<file path="src/rtl/piso_serializer_pkg.sv">
// Shared types and helpers for the PISO serializer and its receiver-side companions.
package piso_pkg;

    typedef enum logic {
        IDLE  = 1'b0,
        SHIFT = 1'b1
    } state_t;

    localparam int unsigned MAX_WIDTH = 32;
    localparam int unsigned CNT_W     = $clog2(MAX_WIDTH) + 1;

    // One spare bit above log2 keeps the counter from ever wrapping.
    function automatic int unsigned cnt_width(input int unsigned width);
        return $clog2(width) + 1;
    endfunction

    function automatic logic first_bit(input logic [MAX_WIDTH-1:0] data,
                                       input int unsigned          width,
                                       input logic                 msb_first);
        if (msb_first) begin
            return data[width-1];
        end
        return data[0];
    endfunction

endpackage

</file>
<file path="src/rtl/piso_serializer_if.sv">
// Word-load valid/ready handshake between an upstream controller and the serializer.
interface piso_serializer_if #(
    parameter int unsigned WIDTH = 8
) ();

    logic             load_valid;
    logic [WIDTH-1:0] load_data;
    logic             load_ready;

    modport master (
        output load_valid,
        output load_data,
        input  load_ready
    );

    modport slave (
        input  load_valid,
        input  load_data,
        output load_ready
    );

endinterface

</file>
<file path="src/rtl/piso_serializer_bit_counter.sv">
// Bit counter with enable, synchronous clear and terminal-count flag at WIDTH-1.
module piso_bit_counter
    import piso_pkg::*;
#(
    parameter int unsigned WIDTH = 8
) (
    input  logic clk,
    input  logic rst_n,
    input  logic en,
    input  logic clear,
    output logic tc
);

    localparam int unsigned CW = cnt_width(WIDTH);

    logic [CW-1:0] count;

    always_ff @(posedge clk or negedge rst_n) begin
        if (!rst_n) begin
            count <= '0;
        end else if (clear) begin
            count <= '0;
        end else if (en) begin
            count <= count + 1'b1;
        end
    end

    assign tc = (count == CW'(WIDTH - 1));

endmodule

</file>
<file path="src/rtl/piso_serializer.sv">
// Parallel-in/serial-out transmitter: accepts a word over valid/ready, shifts it out
// one bit per enabled clock, and flags completion with a one-cycle done pulse.
module piso_serializer
    import piso_pkg::*;
#(
    parameter int unsigned WIDTH     = 8,
    parameter bit          MSB_FIRST = 1'b1
) (
    input  logic                clk,
    input  logic                reset,
    piso_serializer_if.slave    load,
    input  logic                shift_enable,
    input  logic                abort,
    output logic                data_out,
    output logic                busy,
    output logic                done
);

    state_t           state;
    state_t           state_next;
    logic [WIDTH-1:0] shreg;
    logic [WIDTH-1:0] shreg_next;
    logic [WIDTH-1:0] shifted;
    logic             next_bit;
    logic             data_out_next;
    logic             done_next;
    logic             cnt_en;
    logic             cnt_clear;
    logic             last;

    piso_bit_counter #(
        .WIDTH (WIDTH)
    ) u_bit_counter (
        .clk   (clk),
        .rst_n (reset),
        .en    (cnt_en),
        .clear (cnt_clear),
        .tc    (last)
    );

    // Deriving the next bit from the shifted value keeps WIDTH=1 legal.
    always_comb begin
        shifted  = MSB_FIRST ? (shreg << 1) : (shreg >> 1);
        next_bit = MSB_FIRST ? shifted[WIDTH-1] : shifted[0];
    end

    always_comb begin
        state_next    = state;
        shreg_next    = shreg;
        data_out_next = data_out;
        done_next     = 1'b0;
        cnt_en        = 1'b0;
        cnt_clear     = 1'b0;
        case (state)
            IDLE: begin
                data_out_next = 1'b0;
                if (load.load_valid) begin
                    shreg_next    = load.load_data;
                    data_out_next = first_bit(MAX_WIDTH'(load.load_data), WIDTH, MSB_FIRST);
                    cnt_clear     = 1'b1;
                    state_next    = SHIFT;
                end
            end
            SHIFT: begin
                if (abort) begin
                    state_next    = IDLE;
                    data_out_next = 1'b0;
                    cnt_clear     = 1'b1;
                end else if (shift_enable) begin
                    if (last) begin
                        state_next    = IDLE;
                        data_out_next = 1'b0;
                        done_next     = 1'b1;
                        cnt_clear     = 1'b1;
                    end else begin
                        cnt_en        = 1'b1;
                        shreg_next    = shifted;
                        data_out_next = next_bit;
                    end
                end
            end
            default: begin
                state_next    = IDLE;
                data_out_next = 1'b0;
                cnt_clear     = 1'b1;
            end
        endcase
    end

    always_ff @(posedge clk or negedge reset) begin
        if (!reset) begin
            state    <= IDLE;
            shreg    <= '0;
            data_out <= 1'b0;
            done     <= 1'b0;
        end else begin
            state    <= state_next;
            shreg    <= shreg_next;
            data_out <= data_out_next;
            done     <= done_next;
        end
    end

    // Ready is held low while reset is asserted so no word is offered into a held block.
    assign load.load_ready = (state == IDLE) && reset;
    assign busy            = (state == SHIFT);

endmodule

</file>
<file path="src/flat_wrapper.sv">
// flat-port wrapper written by rule: the top's interface ports become plain ports
module piso_serializer_flat import piso_pkg::*;
#(
    parameter int unsigned WIDTH     = 8,
    parameter bit          MSB_FIRST = 1'b1
)
  (clk, reset, shift_enable, abort, data_out, busy, done, load_load_valid, load_load_data, load_load_ready);
  piso_serializer_if #(.WIDTH(WIDTH)) load_i ();
  input  logic clk;
  input  logic reset;
  input  logic shift_enable;
  input  logic abort;
  output logic data_out;
  output logic busy;
  output logic done;
  input wire logic [$bits(load_i.load_valid)-1:0] load_load_valid;
  input wire logic [$bits(load_i.load_data)-1:0] load_load_data;
  output wire logic [$bits(load_i.load_ready)-1:0] load_load_ready;
  assign load_i.load_valid = load_load_valid;
  assign load_i.load_data = load_load_data;
  assign load_load_ready = load_i.load_ready;
  piso_serializer #(.WIDTH(WIDTH), .MSB_FIRST(MSB_FIRST)) u_core (.clk(clk), .reset(reset), .load(load_i), .shift_enable(shift_enable), .abort(abort), .data_out(data_out), .busy(busy), .done(done));
endmodule
</file>
<file path="config.mk">
export PLATFORM = sky130hd
export DESIGN_NAME = piso_serializer_flat
export DESIGN_NICKNAME = d
export VERILOG_FILES = /design/src/rtl/piso_serializer_pkg.sv /design/src/rtl/piso_serializer_if.sv /design/src/rtl/piso_serializer_bit_counter.sv /design/src/rtl/piso_serializer.sv /design/src/flat_wrapper.sv
export SDC_FILE = /design/constraint.sdc
export NUM_CORES = 1
export LEC_CHECK = 0
export CAP_MARGIN = 0
export CORE_UTILIZATION = 26
export CTS_CLUSTER_SIZE = 20
export DETAILED_ROUTE_END_ITERATION = 12
export PLACE_DENSITY = 0.55
export SYNTH_ARGS = -nofsm -noshare
export SYNTH_HDL_FRONTEND = slang
export SYNTH_SLANG_ARGS = --single-unit
export TNS_END_PERCENT = 1
</file>
<file path="constraint.sdc">
create_clock -name clk -period 3.3 [get_ports clk]
set_input_delay 0.495 -clock clk [delete_from_list [all_inputs] [get_ports clk]]
set_output_delay 0.495 -clock clk [all_outputs]
set_load 0.02 [all_outputs]
</file>
Run 1, signal wires on met1:
(4 px per um) Supply wires on this layer in grey.
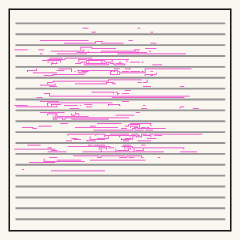
nets with wire on the layer	79
share of all routed wire	53%
main direction	horizontal
wire length on this layer	786 um

Run 1, cell area per tile:
(6 px per um) 11 x 11 tiles, from white (low) to dark blue (high), 0 to 100% covered.
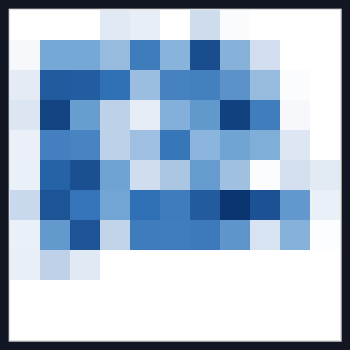
tiles over 75% full	9.9%
mean over tiles	30%
emptiest ninth of the die	south-east
fullest tile	98%
Init Core Util: 28.5%
final core occ: 36.5%

Run 1, clock distribution:
(6 px per um)
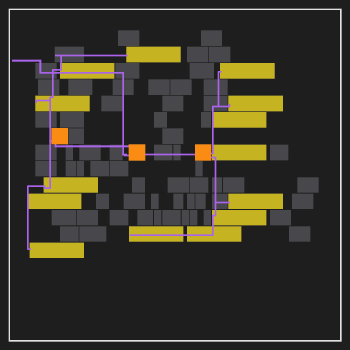
[purple] clock wires | length: 167 um
[orange] cells driving clock nets | count: 3
[yellow] flip-flops | count: 14
routed clock nets	4
Clock Skews: 0.000817 ns
Latency at later pin: 0.27 ns
P_clk: 118 uW
Clk network pwr share: 26.3%

Run 1, clock nets:
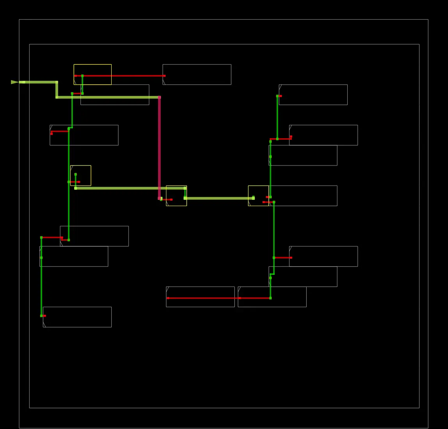
Flop Count: 14
Num CTS Buffers: 3
clock buffers: 4

==> GITHUB_STEP_SUMMARY, run 1 <==
### Flow metrics

| Metric | Value |
|---|---|
| RR Startpoint | `u_core.u_bit_counter.count[0]` |
| Count of boundary I/O pins | `17` |
| Final setup fails | `0` |
| Crit path to | `load_load_ready` |
| Ys async rst share | `100%` |
| Hold Startpoint | `u_core.shreg[0]` |
| Inverters | `2` |
| Critical setup path kind | `input port to output pin` |
| Tapcells | `30` |
| Top class by area | `sequential cells` |
| Avg WL per Cell | `13.4 um` |
| Via count | `579` |
| #MultiIn Comb | `43` |
| Hold Path Depth | `2` |
| DRC Markers | `0` |
| Gpl congestion | `0.720` |
| Grt ovf | `0` |
| Placed Cells | `106` |
| Sw power | `116 uW` |
| Buffers excl. clock | `17` |
| Routed Wire Length | `1.48 mm` |
| Buf+Inv Stages, Crit Path | `2` |
| Clock Pin Slew Worst Setup and Hold Paths | `0.08 ns` |
| Initial antenna violation count | `0` |
| Synth top area share | `47.9%` |
| Synth flops | `14` |
| CP max-delay cell | `clkdlybuf4s50_1` |
| Top cells by area | `dfrtp_1 (48%), o221a_2 (9.2%), a221o_1 (8.2%), buf_6 (3.1%), nand2_1 (2.6%)` |
| Comb pwr share | `24.6%` |
| Internal power | `331 uW` |
| DP Worst Slack | `1.03 ns` |
| Synth area leader | `dfrtp_1` |
| Main logic family after synthesis | `AND-OR/OR-AND gates` |
| Busiest grt layer | `met1` |
| Mean post-synth cell area | `11.4 um^2` |
| Met2 Wirelength | `576 um` |
| Result of the run | `finished, final reports clean` |
| Endpoints failing hold | `0` |
| Most flops, register | `u_core.shreg` |
| # fillers | `270` |
| CTS tree | `done` |
| VDD IR-drop max | `0.000313 V` |
| Seq share, synth | `47.9%` |
| Yosys warns | `0` |
| Vias per cell | `5.26` |
| Unrepaired setup endpoints after global routing | `no` |
| R2R Setup Slk | `1.74 ns` |
## Run 2: what changed since run 1
PLACE_DENSITY = 0.57   (was 0.55)
clock period = 2 ns   (was 3.3 ns; I/O delays follow)
Run 2, clock distribution:
(6 px per um)
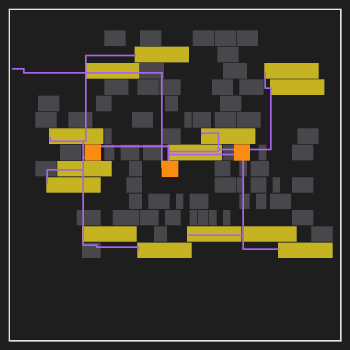
[orange] cells driving clock nets | count: 3
[yellow] flip-flops | count: 14
[purple] clock wires | length: 208 um
routed clock nets	4
Clk network pwr share: 22.1%
P_clk: 156 uW
Clock Skews: 0.00123 ns

Run 2, clock nets:
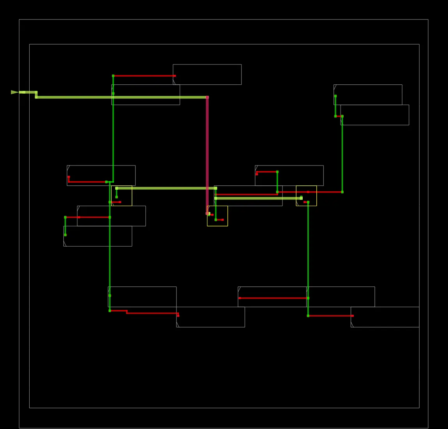
clock buffers: 3
clk sinks: 14

==> GITHUB_STEP_SUMMARY, run 2 <==
### Flow metrics

| Metric | Value |
|---|---|
| Sw power | `198 uW (+70%)` |
| RR Startpoint | `u_core.u_bit_counter.count[0]` |
| Via count | `583 (+0.69%)` |
| Internal power | `510 uW (+54%)` |
| Crit path to | `load_load_ready` |
| CTS tree | `done` |
| Top cells by area | `dfrtp_1 (48%), o221a_2 (9.2%), a221o_1 (8.2%), buf_6 (3.1%), nand2_1 (2.6%)` |
| Comb pwr share | `27.6% (+3.0 points)` |
| Init Core Util | `28.5% (unchanged)` |
| Final core occ | `36.5% (+0.049 points)` |
| Yosys warns | `0 (unchanged)` |
| Flop Count | `14 (unchanged)` |
| Num CTS Buffers | `3 (unchanged)` |
| Result of the run | `finished, final reports clean` |
| DP Worst Slack | `0.154 ns (-0.877 ns)` |
| Ys async rst share | `100% (unchanged)` |
| Final setup fails | `0 (unchanged)` |
| #MultiIn Comb | `43 (unchanged)` |
| Avg WL per Cell | `14.5 um (+7.8%)` |
| Mean post-synth cell area | `11.4 um^2 (unchanged)` |
| Synth area leader | `dfrtp_1` |
| Placed Cells | `108 (+1.9%)` |
No activity file was given, so power comes from the tool's default toggle rates.
